<file path="config.mk">
export PLATFORM = sky130hd
export DESIGN_NAME = decode_dispatch_buffer_flat
export DESIGN_NICKNAME = d
export VERILOG_FILES = /design/src/rtl/decode_dispatch_buffer_pkg.sv /design/src/rtl/decode_dispatch_buffer_if.sv /design/src/rtl/decode_dispatch_buffer_dispatch_fifo_mem.sv /design/src/rtl/decode_dispatch_buffer.sv /design/src/flat_wrapper.sv
export SDC_FILE = /design/constraint.sdc
export NUM_CORES = 1
export LEC_CHECK = 0
export ABC_AREA = 1
export CAP_MARGIN = 15
export CORE_MARGIN = 2
export CORE_UTILIZATION = 54
export CTS_BUF_LIST = sky130_fd_sc_hd__clkbuf_16
export CTS_CLUSTER_DIAMETER = 60
export DETAILED_ROUTE_END_ITERATION = 8
export PLACE_DENSITY = 0.78
export RECOVER_POWER = 25
export SLEW_MARGIN = 20
export SYNTH_ARGS = -nofsm -noshare
export SYNTH_HDL_FRONTEND = slang
export SYNTH_SLANG_ARGS = --single-unit
</file>
<file path="constraint.sdc">
create_clock -name clk -period 9.5 [get_ports clk]
set_clock_uncertainty 0.1 [all_clocks]
set_input_delay 1.9 -clock clk [delete_from_list [all_inputs] [get_ports clk]]
set_output_delay 1.9 -clock clk [all_outputs]
set_load 0.05 [all_outputs]
</file>
<file path="src/rtl/decode_dispatch_buffer_pkg.sv">
// Shared defaults, station-class constants and payload type for the
// decode-to-dispatch buffer.
package decode_dispatch_buffer_pkg;
  localparam int DEF_DEPTH     = 4;
  localparam int DEF_PAYLOAD_W = 128;
  localparam int DEF_NUM_RS    = 2;
  localparam int DEF_RS_W      = 2;
  localparam int DEF_CNT_W     = 16;

  localparam int ALU_RS    = 0;
  localparam int BRANCH_RS = 1;

  typedef logic [DEF_PAYLOAD_W-1:0] decodedInstr_t;
endpackage

</file>
<file path="src/rtl/decode_dispatch_buffer_if.sv">
// Decode-side enqueue and dispatch-side handshake bundle of the buffer.
interface decode_dispatch_buffer_if
  import decode_dispatch_buffer_pkg::*;
#(
  parameter int DEPTH     = DEF_DEPTH,
  parameter int PAYLOAD_W = DEF_PAYLOAD_W,
  parameter int NUM_RS    = DEF_NUM_RS,
  parameter int RS_W      = DEF_RS_W,
  parameter int CNT_W     = DEF_CNT_W
) ();
  localparam int CW = $clog2(DEPTH) + 1;

  logic                 inValid;
  logic [PAYLOAD_W-1:0] inPayload;
  logic [RS_W-1:0]      inStation;
  logic                 inReady;
  logic                 freeze;
  logic [NUM_RS-1:0]    rsFull;
  logic                 robFull;
  logic                 outValid;
  logic [PAYLOAD_W-1:0] outPayload;
  logic [RS_W-1:0]      outStation;
  logic                 dispatch;
  logic [CW-1:0]        count;
  logic [CNT_W-1:0]     stallCount;

  modport master (
    output inValid, inPayload, inStation, rsFull, robFull,
    input  inReady, freeze, outValid, outPayload, outStation, dispatch, count, stallCount
  );
  modport slave (
    input  inValid, inPayload, inStation, rsFull, robFull,
    output inReady, freeze, outValid, outPayload, outStation, dispatch, count, stallCount
  );
endinterface

</file>
<file path="src/rtl/decode_dispatch_buffer_dispatch_fifo_mem.sv">
// Entry storage: one write port, asynchronous read so the head is visible
// the cycle after it is written. Contents are intentionally not reset.
module dispatch_fifo_mem #(
  parameter int DEPTH = 4,
  parameter int WIDTH = 130
) (
  input  logic                     clk,
  input  logic                     we,
  input  logic [$clog2(DEPTH)-1:0] waddr,
  input  logic [WIDTH-1:0]         wdata,
  input  logic [$clog2(DEPTH)-1:0] raddr,
  output logic [WIDTH-1:0]         rdata
);
  logic [WIDTH-1:0] mem [DEPTH];

  always_ff @(posedge clk)
    if (we) mem[waddr] <= wdata;

  assign rdata = mem[raddr];
endmodule

</file>
<file path="src/rtl/decode_dispatch_buffer.sv">
// Decode-to-dispatch buffer: circular FIFO whose head issues once the ROB
// and the head's reservation-station class can take it.
module decode_dispatch_buffer
  import decode_dispatch_buffer_pkg::*;
#(
  parameter int DEPTH     = DEF_DEPTH,
  parameter int PAYLOAD_W = DEF_PAYLOAD_W,
  parameter int NUM_RS    = DEF_NUM_RS,
  parameter int RS_W      = DEF_RS_W,
  parameter int CNT_W     = DEF_CNT_W
) (
  input logic clk,
  input logic globalResetN,
  input logic flush,
  decode_dispatch_buffer_if.slave bus
);
  localparam int PTR_W = $clog2(DEPTH);
  localparam int CW    = PTR_W + 1;

  logic [PTR_W-1:0]          head, tail;
  logic [CW-1:0]             cnt;
  logic [CNT_W-1:0]          stall_q;
  logic                      enq, deq, st_full, blocked, stall_inc;
  logic [PAYLOAD_W+RS_W-1:0] rd_word;

  dispatch_fifo_mem #(.DEPTH(DEPTH), .WIDTH(PAYLOAD_W + RS_W)) u_mem (
    .clk   (clk),
    .we    (enq),
    .waddr (tail),
    .wdata ({bus.inStation, bus.inPayload}),
    .raddr (head),
    .rdata (rd_word)
  );

  // Station ids at or above NUM_RS need no station, so only in-range ids
  // can select a full flag.
  always_comb begin
    st_full = 1'b0;
    for (int i = 0; i < NUM_RS; i++)
      if (bus.outStation == RS_W'(i)) st_full = bus.rsFull[i];
  end

  assign blocked        = bus.robFull || st_full;
  assign bus.inReady    = (cnt < CW'(DEPTH)) && !flush;
  assign bus.freeze     = !bus.inReady;
  assign bus.outValid   = (cnt != '0);
  assign bus.outPayload = rd_word[PAYLOAD_W-1:0];
  assign bus.outStation = rd_word[PAYLOAD_W+RS_W-1:PAYLOAD_W];
  assign bus.dispatch   = bus.outValid && !blocked && !flush;
  assign bus.count      = cnt;
  assign bus.stallCount = stall_q;

  assign enq       = bus.inValid && bus.inReady;
  assign deq       = bus.dispatch;
  assign stall_inc = bus.outValid && blocked && !flush && (stall_q != '1);

  always_ff @(posedge clk or negedge globalResetN) begin
    if (!globalResetN) begin
      head    <= '0;
      tail    <= '0;
      cnt     <= '0;
      stall_q <= '0;
    end else begin
      if (flush) begin
        head <= '0;
        tail <= '0;
        cnt  <= '0;
      end else begin
        if (enq) tail <= tail + PTR_W'(1);
        if (deq) head <= head + PTR_W'(1);
        cnt <= cnt + CW'(enq) - CW'(deq);
      end
      if (stall_inc) stall_q <= stall_q + CNT_W'(1);
    end
  end
endmodule

</file>
<file path="src/flat_wrapper.sv">
// flat-port wrapper written by rule: the top's interface ports become plain ports
module decode_dispatch_buffer_flat import decode_dispatch_buffer_pkg::*;
#(
  parameter int DEPTH     = DEF_DEPTH,
  parameter int PAYLOAD_W = DEF_PAYLOAD_W,
  parameter int NUM_RS    = DEF_NUM_RS,
  parameter int RS_W      = DEF_RS_W,
  parameter int CNT_W     = DEF_CNT_W
)
  (clk, globalResetN, flush, bus_inValid, bus_inPayload, bus_inStation, bus_rsFull, bus_robFull, bus_inReady, bus_freeze, bus_outValid, bus_outPayload, bus_outStation, bus_dispatch, bus_count, bus_stallCount);
  decode_dispatch_buffer_if #(.DEPTH(DEPTH), .PAYLOAD_W(PAYLOAD_W), .NUM_RS(NUM_RS), .RS_W(RS_W), .CNT_W(CNT_W)) bus_i ();
  input logic clk;
  input logic globalResetN;
  input logic flush;
  input wire logic [$bits(bus_i.inValid)-1:0] bus_inValid;
  input wire logic [$bits(bus_i.inPayload)-1:0] bus_inPayload;
  input wire logic [$bits(bus_i.inStation)-1:0] bus_inStation;
  input wire logic [$bits(bus_i.rsFull)-1:0] bus_rsFull;
  input wire logic [$bits(bus_i.robFull)-1:0] bus_robFull;
  output wire logic [$bits(bus_i.inReady)-1:0] bus_inReady;
  output wire logic [$bits(bus_i.freeze)-1:0] bus_freeze;
  output wire logic [$bits(bus_i.outValid)-1:0] bus_outValid;
  output wire logic [$bits(bus_i.outPayload)-1:0] bus_outPayload;
  output wire logic [$bits(bus_i.outStation)-1:0] bus_outStation;
  output wire logic [$bits(bus_i.dispatch)-1:0] bus_dispatch;
  output wire logic [$bits(bus_i.count)-1:0] bus_count;
  output wire logic [$bits(bus_i.stallCount)-1:0] bus_stallCount;
  assign bus_i.inValid = bus_inValid;
  assign bus_i.inPayload = bus_inPayload;
  assign bus_i.inStation = bus_inStation;
  assign bus_i.rsFull = bus_rsFull;
  assign bus_i.robFull = bus_robFull;
  assign bus_inReady = bus_i.inReady;
  assign bus_freeze = bus_i.freeze;
  assign bus_outValid = bus_i.outValid;
  assign bus_outPayload = bus_i.outPayload;
  assign bus_outStation = bus_i.outStation;
  assign bus_dispatch = bus_i.dispatch;
  assign bus_count = bus_i.count;
  assign bus_stallCount = bus_i.stallCount;
  decode_dispatch_buffer #(.DEPTH(DEPTH), .PAYLOAD_W(PAYLOAD_W), .NUM_RS(NUM_RS), .RS_W(RS_W), .CNT_W(CNT_W)) u_core (.clk(clk), .globalResetN(globalResetN), .flush(flush), .bus(bus_i));
endmodule
</file>
layers.png
Only two layers are drawn.
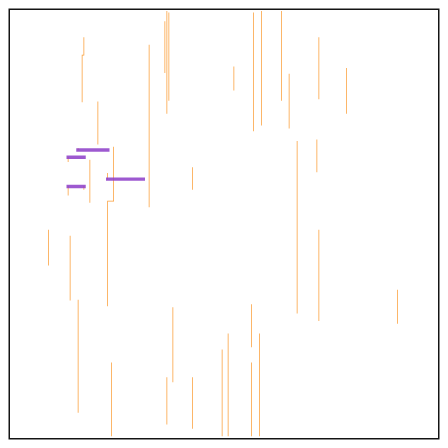
Purple marks M5, wire length 45.1 um. Orange marks M4, wire length 1150 um.
total global routing track utilization: 22.5%
routed wire length per instance: 19.8 um
WL final: 45400 um

placed.png
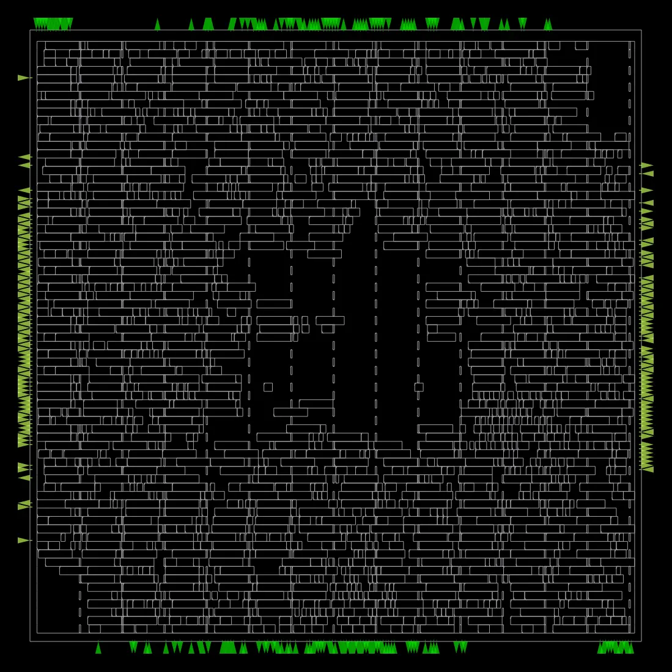
Placement Rows: 71
Well Taps: 511
sequential share of cell area: 63.1%
final std cells w/o fill: 2297
number of fill cells: 2566

ff_map.png
Other sequential cells in the stronger gray, the rest of the logic in the fainter gray.
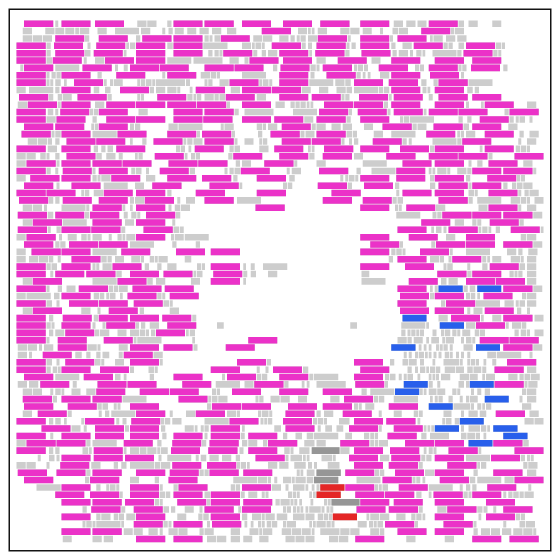
Red marks u_core.bus.count, flops 3. Blue marks u_core.bus.stallCount, flops 16. Magenta marks u_core.u_mem.mem, flops 520, where all over the die.
power consumed by sequential cells: 0.00288 W
final core utilization: 68.1%
Reg area: 0.0162 mm^2

==> run notes <==
The following summarizes the physical implementation.

STA
The number of max-slew violations in the final report is 0. For this run, the top clock speed supported by timing is 0.161 GHz. Setup repair after global routing left no endpoint under its margin. The post-layout worst setup margin is 3300 ps. The transition time of the tightest slew-check pin is 1420 ps. Final hold analysis gives a worst-case slack of 455 ps.

Power and ir drop
Combinational logic burns 42.1% of the power. The clock network burns 23.6% of the power. The flow reports that sequential cells draw 34.3% of the design power. For this design the total switching power over the nets is 0.00344 W. The internal cell power is 0.00495 W. The proportion of total power due to net switching is 41.0%.

Layout
The non-clock buffer contribution to total cell area is 11.7%. After routing the design area is 0.0257 mm^2. The layout has 304 buffers outside the clock class. The flip-flop count of the largest register after layout is 520. For this run, the post-layout net count is 1879. The share of layout cells above drive strength 1 is 6.54%. The antenna diode instance count is 11. The commonest non-fill, non-tap cell in the layout is edfxtp_1.

799 cells are multi-input combinational gates. The cell group occupying the most layout area is sequential cells. The relative area change from synthesis to final layout is 24.2%. u_core.u_mem.mem holds more flip-flops than any other register.

Place
The number of placed instances with taps included is 2190. The area of placed instances is 0.0240 mm^2.

Synth
The post-synthesis cell type with the largest combined area is edfxtp_1. The post-synthesis cell type with the largest instance count is edfxtp_1. The area share of the largest cell type after synthesis is 75.6%. The fraction of the yosys area taken by sequential cells is 78.4%.

The synthesized design contains 520 enable-type register cells. The number of nets at floorplan is 1609. Summing the areas of all fa, ha and maj instances in the mapped netlist gives 0.521% of the synthesized area. For this run, the leading register cell type out of synthesis is edfxtp_1. By area the synthesized netlist is led by edfxtp_1 (76%), o21ai_0 (6.2%), nor2_1 (5.1%). Of the total synthesized cell area, the portion taken by AND, OR, NAND and NOR gates is 7.86%.

The mapped netlist covers 0.0207 mm^2.

Worst setup path
The maximum net fanout on the critical path is 103. In this run the worst setup path begins at u_core.head[0]. STA puts the critical path data arrival time at 4200 ps. The cell type of the slowest stage on the worst timing path is clkdlybuf4s50_1. The capturing element of the worst setup path is bus_dispatch. The worst-case reg-to-reg path depth is 14. The capturing element type of the critical path is an output port. The timing report lists the critical path depth as 9 cells. According to the timing report, the data required time at the worst endpoint equals 7500 ps. The critical setup path kind is reg2out. The kind of start point of the critical path is a flip-flop.

Clock tree
The number of setup buffers added after CTS is 0. Clock latency on the worst-skew pair, taken at its later pin, is 580 ps. The clock tree root driver cell is clkbuf_16. The number of clock buffers inserted by TritonCTS is 53. TritonCTS built the clock tree. The report puts the hold buffer count at CTS at 0.

Die
The horizontal die dimension is 200 um. The chip occupies 0.0398 mm^2. In this run the vertical extent of the chip is 200 um. The core region is 0.0377 mm^2. The initial utilization of the core area, before any placement, comes to 54.8%.

Run
The report counts max-capacitance violations totalling 0. The tally of OpenROAD warnings is 35.

GRT
Entering global routing, the biggest net connects 164 pins. Global routing used 38.6% of the available met2 tracks. The wire length of the first global-routing pass is 67900 um. The via count of the first global-routing pass was 12700.

Route
The detailed-route wire length on metal 1 is 17900 um. The highest layer used for signal routing is met5. In the routed layout, each cell is associated on average with a via count of 5.54.

Worst hold path
The endpoint of the worst hold path is reported as u_core.bus.stallCount[9]. The depth of the worst hold-timing path is 2. The worst min-delay path category is reg2reg.

Run status
The flow ran to the end, and the final reports show no timing, DRC or antenna violations.
Power figures rest on the tool's default switching activity, not on a simulated workload.
